### src/rtl/instruction_fetch_pkg.sv
// Shared definitions for the fetch stage: instruction field positions,
// fetch state encodings and the default reset PC.
package instruction_fetch_pkg;

  localparam int OPCODE_MSB = 31;
  localparam int OPCODE_LSB = 26;
  localparam int FUNC_MSB   = 5;
  localparam int FUNC_LSB   = 0;
  localparam int IMM_MSB    = 15;
  localparam int IMM_LSB    = 0;
  localparam int IMM_WIDTH  = 16;

  localparam logic [31:0] DEFAULT_RESET_PC = 32'h0000_0000;

  typedef enum logic [1:0] {
    IDLE  = 2'd0,
    FETCH = 2'd1,
    HOLD  = 2'd2
  } fetch_state_t;

endpackage

### src/rtl/instruction_fetch_next_pc.sv
// Combinational next-PC selection (jr / beq taken / sequential) and
// detection of a jr target that is not word-aligned.
module next_pc_calc
  import instruction_fetch_pkg::*;
#(
  parameter int ADDR_WIDTH = 32
) (
  input  logic [ADDR_WIDTH-1:0] pc_plus4,
  input  logic [IMM_WIDTH-1:0]  branch_imm,
  input  logic                  jump_enable,
  input  logic                  conditional_branch,
  input  logic                  alu_zero,
  input  logic [ADDR_WIDTH-1:0] jump_register_value,
  output logic [ADDR_WIDTH-1:0] next_pc,
  output logic                  misaligned
);

  logic [ADDR_WIDTH-1:0] branch_offset_s;

  // Word offset: sign-extended immediate scaled by 4.
  assign branch_offset_s = {{(ADDR_WIDTH-IMM_WIDTH-2){branch_imm[IMM_WIDTH-1]}}, branch_imm, 2'b00};

  // jr has priority over beq; everything else falls through to pc+4.
  always_comb begin
    next_pc    = pc_plus4;
    misaligned = 1'b0;
    if (jump_enable && !conditional_branch) begin
      next_pc    = {jump_register_value[ADDR_WIDTH-1:2], 2'b00};
      misaligned = |jump_register_value[1:0];
    end else if (jump_enable && conditional_branch && alu_zero) begin
      next_pc    = pc_plus4 + branch_offset_s;
    end else begin
      next_pc    = pc_plus4;
    end
  end

endmodule

### src/rtl/instruction_fetch.sv
// Fetch stage: PC register, imem request/ready handshake, instruction
// register with valid/ready, and next-PC update at retire.
module instruction_fetch
  import instruction_fetch_pkg::*;
#(
  parameter int                    ADDR_WIDTH = 32,
  parameter logic [ADDR_WIDTH-1:0] RESET_PC   = DEFAULT_RESET_PC
) (
  input  logic                  clk,
  input  logic                  rst_n,
  output logic                  imem_req,
  output logic [ADDR_WIDTH-1:0] imem_addr,
  input  logic                  imem_ready,
  input  logic [31:0]           imem_rdata,
  output logic                  inst_valid,
  input  logic                  inst_ready,
  output logic [31:0]           instruction,
  output logic [5:0]            instruction_opcode,
  output logic [5:0]            instruction_func,
  output logic [ADDR_WIDTH-1:0] pc_current,
  output logic [ADDR_WIDTH-1:0] pc_plus4,
  input  logic                  pc_jump_enable,
  input  logic                  pc_conditional_branch,
  input  logic                  alu_zero,
  input  logic [ADDR_WIDTH-1:0] jump_register_value,
  output logic [31:0]           retired_count,
  output logic                  misaligned_jump
);

  fetch_state_t          state_r, state_next_s;
  logic                  load_s, retire_s;
  logic                  imem_req_r, inst_valid_r;
  logic [ADDR_WIDTH-1:0] pc_r, next_pc_s;
  logic [31:0]           instruction_r, retired_count_r;
  logic                  misaligned_r, jr_misaligned_s;

  // State register.
  always_ff @(posedge clk or negedge rst_n) begin
    if (!rst_n) begin
      state_r <= IDLE;
    end else begin
      state_r <= state_next_s;
    end
  end

  // Next-state decode plus capture/retire strobes.
  always_comb begin
    state_next_s = state_r;
    load_s       = 1'b0;
    retire_s     = 1'b0;
    case (state_r)
      IDLE: begin
        state_next_s = FETCH;
      end
      FETCH: begin
        if (imem_ready) begin
          state_next_s = HOLD;
          load_s       = 1'b1;
        end else begin
          state_next_s = FETCH;
        end
      end
      HOLD: begin
        if (inst_ready) begin
          state_next_s = FETCH;
          retire_s     = 1'b1;
        end else begin
          state_next_s = HOLD;
        end
      end
      default: begin
        state_next_s = IDLE;
      end
    endcase
  end

  // Handshake outputs registered from the next state so they track state_r.
  always_ff @(posedge clk or negedge rst_n) begin
    if (!rst_n) begin
      imem_req_r   <= 1'b0;
      inst_valid_r <= 1'b0;
    end else begin
      imem_req_r   <= (state_next_s == FETCH);
      inst_valid_r <= (state_next_s == HOLD);
    end
  end

  next_pc_calc #(
    .ADDR_WIDTH (ADDR_WIDTH)
  ) u_next_pc_calc (
    .pc_plus4            (pc_plus4),
    .branch_imm          (instruction_r[IMM_MSB:IMM_LSB]),
    .jump_enable         (pc_jump_enable),
    .conditional_branch  (pc_conditional_branch),
    .alu_zero            (alu_zero),
    .jump_register_value (jump_register_value),
    .next_pc             (next_pc_s),
    .misaligned          (jr_misaligned_s)
  );

  // Instruction register, PC, retire counter and sticky misalignment flag.
  always_ff @(posedge clk or negedge rst_n) begin
    if (!rst_n) begin
      pc_r            <= RESET_PC;
      instruction_r   <= 32'h0000_0000;
      retired_count_r <= 32'h0000_0000;
      misaligned_r    <= 1'b0;
    end else begin
      if (load_s) begin
        instruction_r <= imem_rdata;
      end
      if (retire_s) begin
        pc_r            <= next_pc_s;
        retired_count_r <= retired_count_r + 32'd1;
        misaligned_r    <= misaligned_r | jr_misaligned_s;
      end
    end
  end

  assign imem_req           = imem_req_r;
  assign imem_addr          = pc_r;
  assign inst_valid         = inst_valid_r;
  assign instruction        = instruction_r;
  assign instruction_opcode = instruction_r[OPCODE_MSB:OPCODE_LSB];
  assign instruction_func   = instruction_r[FUNC_MSB:FUNC_LSB];
  assign pc_current         = pc_r;
  assign pc_plus4           = pc_r + {{(ADDR_WIDTH-3){1'b0}}, 3'd4};
  assign retired_count      = retired_count_r;
  assign misaligned_jump    = misaligned_r;

endmodule

### config.mk
export PLATFORM = sky130hd
export DESIGN_NAME = instruction_fetch
export DESIGN_NICKNAME = d
export VERILOG_FILES = /design/src/rtl/instruction_fetch_pkg.sv /design/src/rtl/instruction_fetch_next_pc.sv /design/src/rtl/instruction_fetch.sv
export SDC_FILE = /design/constraint.sdc
export NUM_CORES = 1
export LEC_CHECK = 0
export ABC_AREA = 1
export CAP_MARGIN = 30
export CORE_MARGIN = 4
export CORE_UTILIZATION = 50
export DETAILED_ROUTE_END_ITERATION = 16
export PLACE_DENSITY = 0.91
export SYNTH_ARGS = -nofsm -noshare
export SYNTH_HDL_FRONTEND = slang
export SYNTH_SLANG_ARGS = --single-unit
### constraint.sdc
create_clock -name clk -period 8.8 [get_ports clk]
set_clock_uncertainty 0.2 [all_clocks]
set_input_delay 1.76 -clock clk [delete_from_list [all_inputs] [get_ports clk]]
set_output_delay 1.76 -clock clk [all_outputs]
set_load 0.05 [all_outputs]
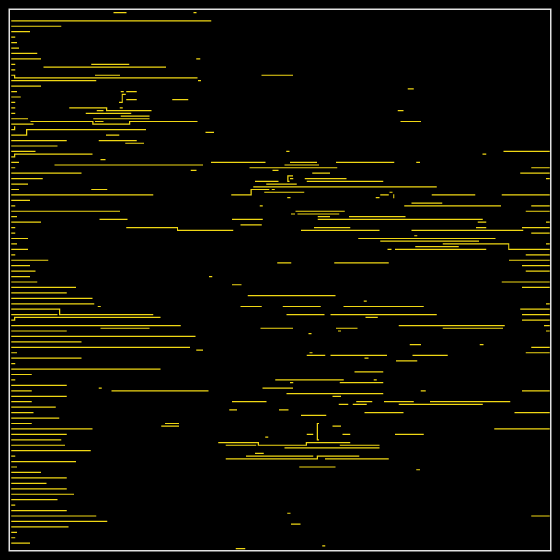
Fig. 1. Met3 routing.
The wires run mostly horizontal. 231 nets have wire on it. The layer holds 9.4% of the routed length. The longest straight run is 49.7 um. The layer carries 2620 um of wire.
global routing usage on met3: 6.97%
total via count after detailed routing: 8433
WL final: 28000 um

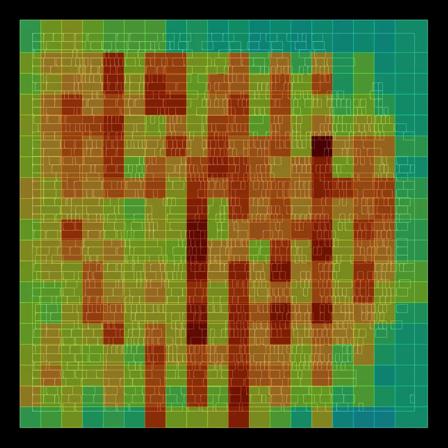
Fig. 2. Routing congestion map.
Routed wire per std cell: 17.5 um
met2 usage in global routing: 52.6%
GR met1 Demand/Resource: 38.7%
final core utilization: 67.4%

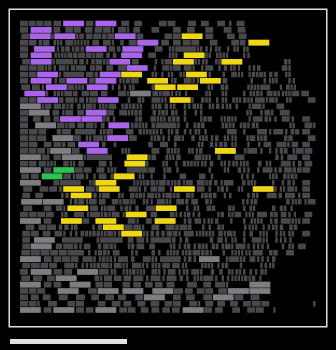
Fig. 3. Sequential cells colored by netlist name.
The bar under the picture is 50 um long.
`state_r`: drawn in green, flops 2. `retired_count`: drawn in purple, flops 32. `imem_addr`: drawn in yellow, flops 30.
Another 35 sequential cells are not colored.
power in sequential cells: 0.825 mW
Sequential cell area: 2480 sq um
fraction of standard cell area that is sequential: 23.2%

==> summary.log <==
qor: place.gpl.final_weighted_congestion 0.985
qor: floorplanning.rows 46
qor: place.post-dp-hpwl 22300 um
qor: run_status.outcome completed
qor: worst_setup_path.cp_slowest_cell sky130_fd_sc_hd__clkdlybuf4s50_1
qor: pwr.power-per-cell-area 462 nW/um^2
qor: clock_network.ctsLongestPathBuffers 2
qor: synth.yosys-top-cells-count sky130_fd_sc_hd__nand2_1, sky130_fd_sc_hd__inv_1, sky130_fd_sc_hd__nor2_1
qor: timing.fin_ws 3.88 ns
qor: synth.synthMostInstantiatedCell sky130_fd_sc_hd__nand2_1
qor: timing.fmax 203 MHz
qor: synth.async_reset_ff_share 100%
qor: drt.route.top_layer_used met4
qor: grt.grt_first_pass_wirelength 43700 um
qor: timing.max_slew.worst_pin.slew 0.897 ns
qor: worst_setup_path.setup.worst_path.end_class output pin
qor: synth.yosysWarnings 0
qor: hold_path.worstHoldPathType reg -> reg
qor: clock_network.depth_of_the_cts_h_tree 3
qor: cells_and_area.drive_gt1_share 5.66%
qor: worst_setup_path.cp.buffers_inverters 2
qor: synth.synth_cell_area 8060 sq um
qor: worst_setup_path.most_used_cell_cp sky130_fd_sc_hd__nand2_1
qor: timing.setup-tns-final 0 ns
qor: synth.seq_area_frac_synth 30.7%
qor: synth.ys_cells 1183
qor: drt.post-route-drc-count 0
qor: cells_and_area.num_antenna_cells 0
qor: drt.wl_met3 2620 um
qor: worst_setup_path.crit_family buffers and inverters
qor: place.pre_cts_slack 4.28 ns
qor: clock_network.number_of_buffers_created_by_cts 9
qor: floorplanning.die-width 135 um
qor: synth.synthDominantAreaCellType sky130_fd_sc_hd__dfrtp_1
qor: flow_run.warning_count 33
qor: pwr.ir_drop 324 uV
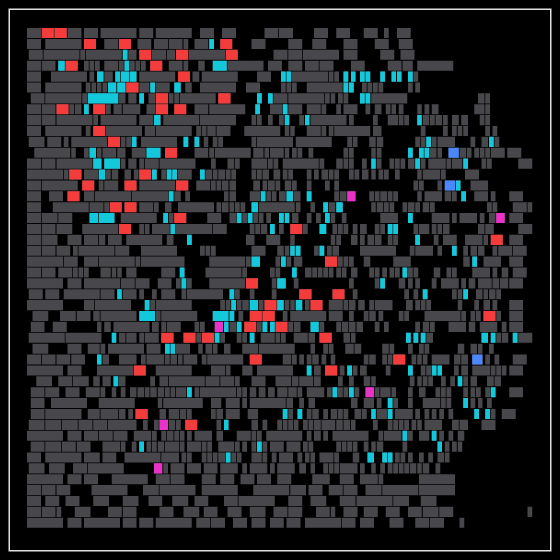
Fig. 4. Gate-type map.
XOR/XNOR gates: drawn in red, cells 54. AND and OR gates: drawn in magenta, cells 6. NOR gates: drawn in cyan, cells 154. AND-OR and OR-AND gates: drawn in blue, cells 3.
most frequent logic cell in the layout: sky130_fd_sc_hd__nand2_1
Finished Layout Cells: 1595
multi-input logic portion of the cell area: 43.0%

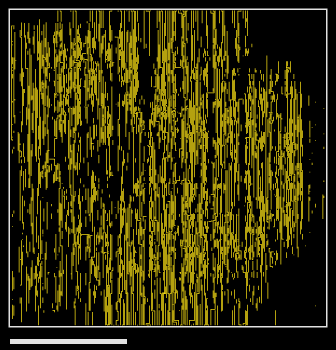
Fig. 5. Signal wires on met2.
The bar under the picture is 50 um long.
The longest straight run is 59.5 um. The wires run mostly vertical. The layer carries 13300 um of wire. The layer holds 48% of the routed length.

==> final cells by class <==
| class | count | area, sq um |
|---|---|---|
| Clock buffer | 9 | 225 |
| Inverter | 149 | 559 |
| Multi-Input combinational cell | 870 | 4590 |
| Sequential cell | 99 | 2480 |
| Timing Repair Buffer | 245 | 2450 |
| Clock inverter | 7 | 90.1 |
| Fill cell | 1340 | 5160 |
| Tap cell | 216 | 270 |
==> sequential cells by signal (all words and copies together) (netlist names) <==
| register | cells |
|---|---|
| retired_count | 32 |
| imem_addr | 30 |
| imem_req | 1 |
| inst_valid | 1 |
| misaligned_jump | 1 |
| state_r | 2 |
| instruction | 32 |
==> final timing paths <==
check	startpoint	to	slack, ns	depth (start not counted)
worst min-delay path	retired_count[31]	retired_count[31]	0.28	1
min in group asynchronous	rst_n	imem_addr[26]	1.14	1
worst max-delay path	imem_addr[2]	pc_plus4[22]	3.88	8
worst max register to register	imem_addr[2]	imem_addr[31]	5.18	19
max in group asynchronous	rst_n	imem_addr[12]	6.01	2
worst min register to register	retired_count[31]	retired_count[31]	0.28	1
==> per-stage QoR <==
step                utilization (%)  area [sq um]  hold slack, ns
CTS                            67.2         10600           0.282
global placement               65.2         10300           0.258
detailed placement             65.2         10300           0.266
global route                   67.4         10700           0.305
floorplan                         -          8080           0.313
finish                         67.4         10700           0.275
==> cell families after synthesis <==
logic type,after synthesis,share of synthesized area [%]
AND-OR/OR-AND,89,6.09
XOR/XNOR,54,5.87
adder cells (fa/ha/maj),39,6.15
buffers and inverters,219,12.6
flip-flops,99,30.7
multiplexers,31,4.33
other,1,0.0465
AND/OR/NAND/NOR,651,34.2
==> report_power, final <==
group,switching [mW],internal (mW)
Sequential,0.213,0.611
Combinational,2.51,1.17
Clock,0.203,0.229
Total,2.92,2.01
No activity file was given, so power comes from the tool's default toggle rates.
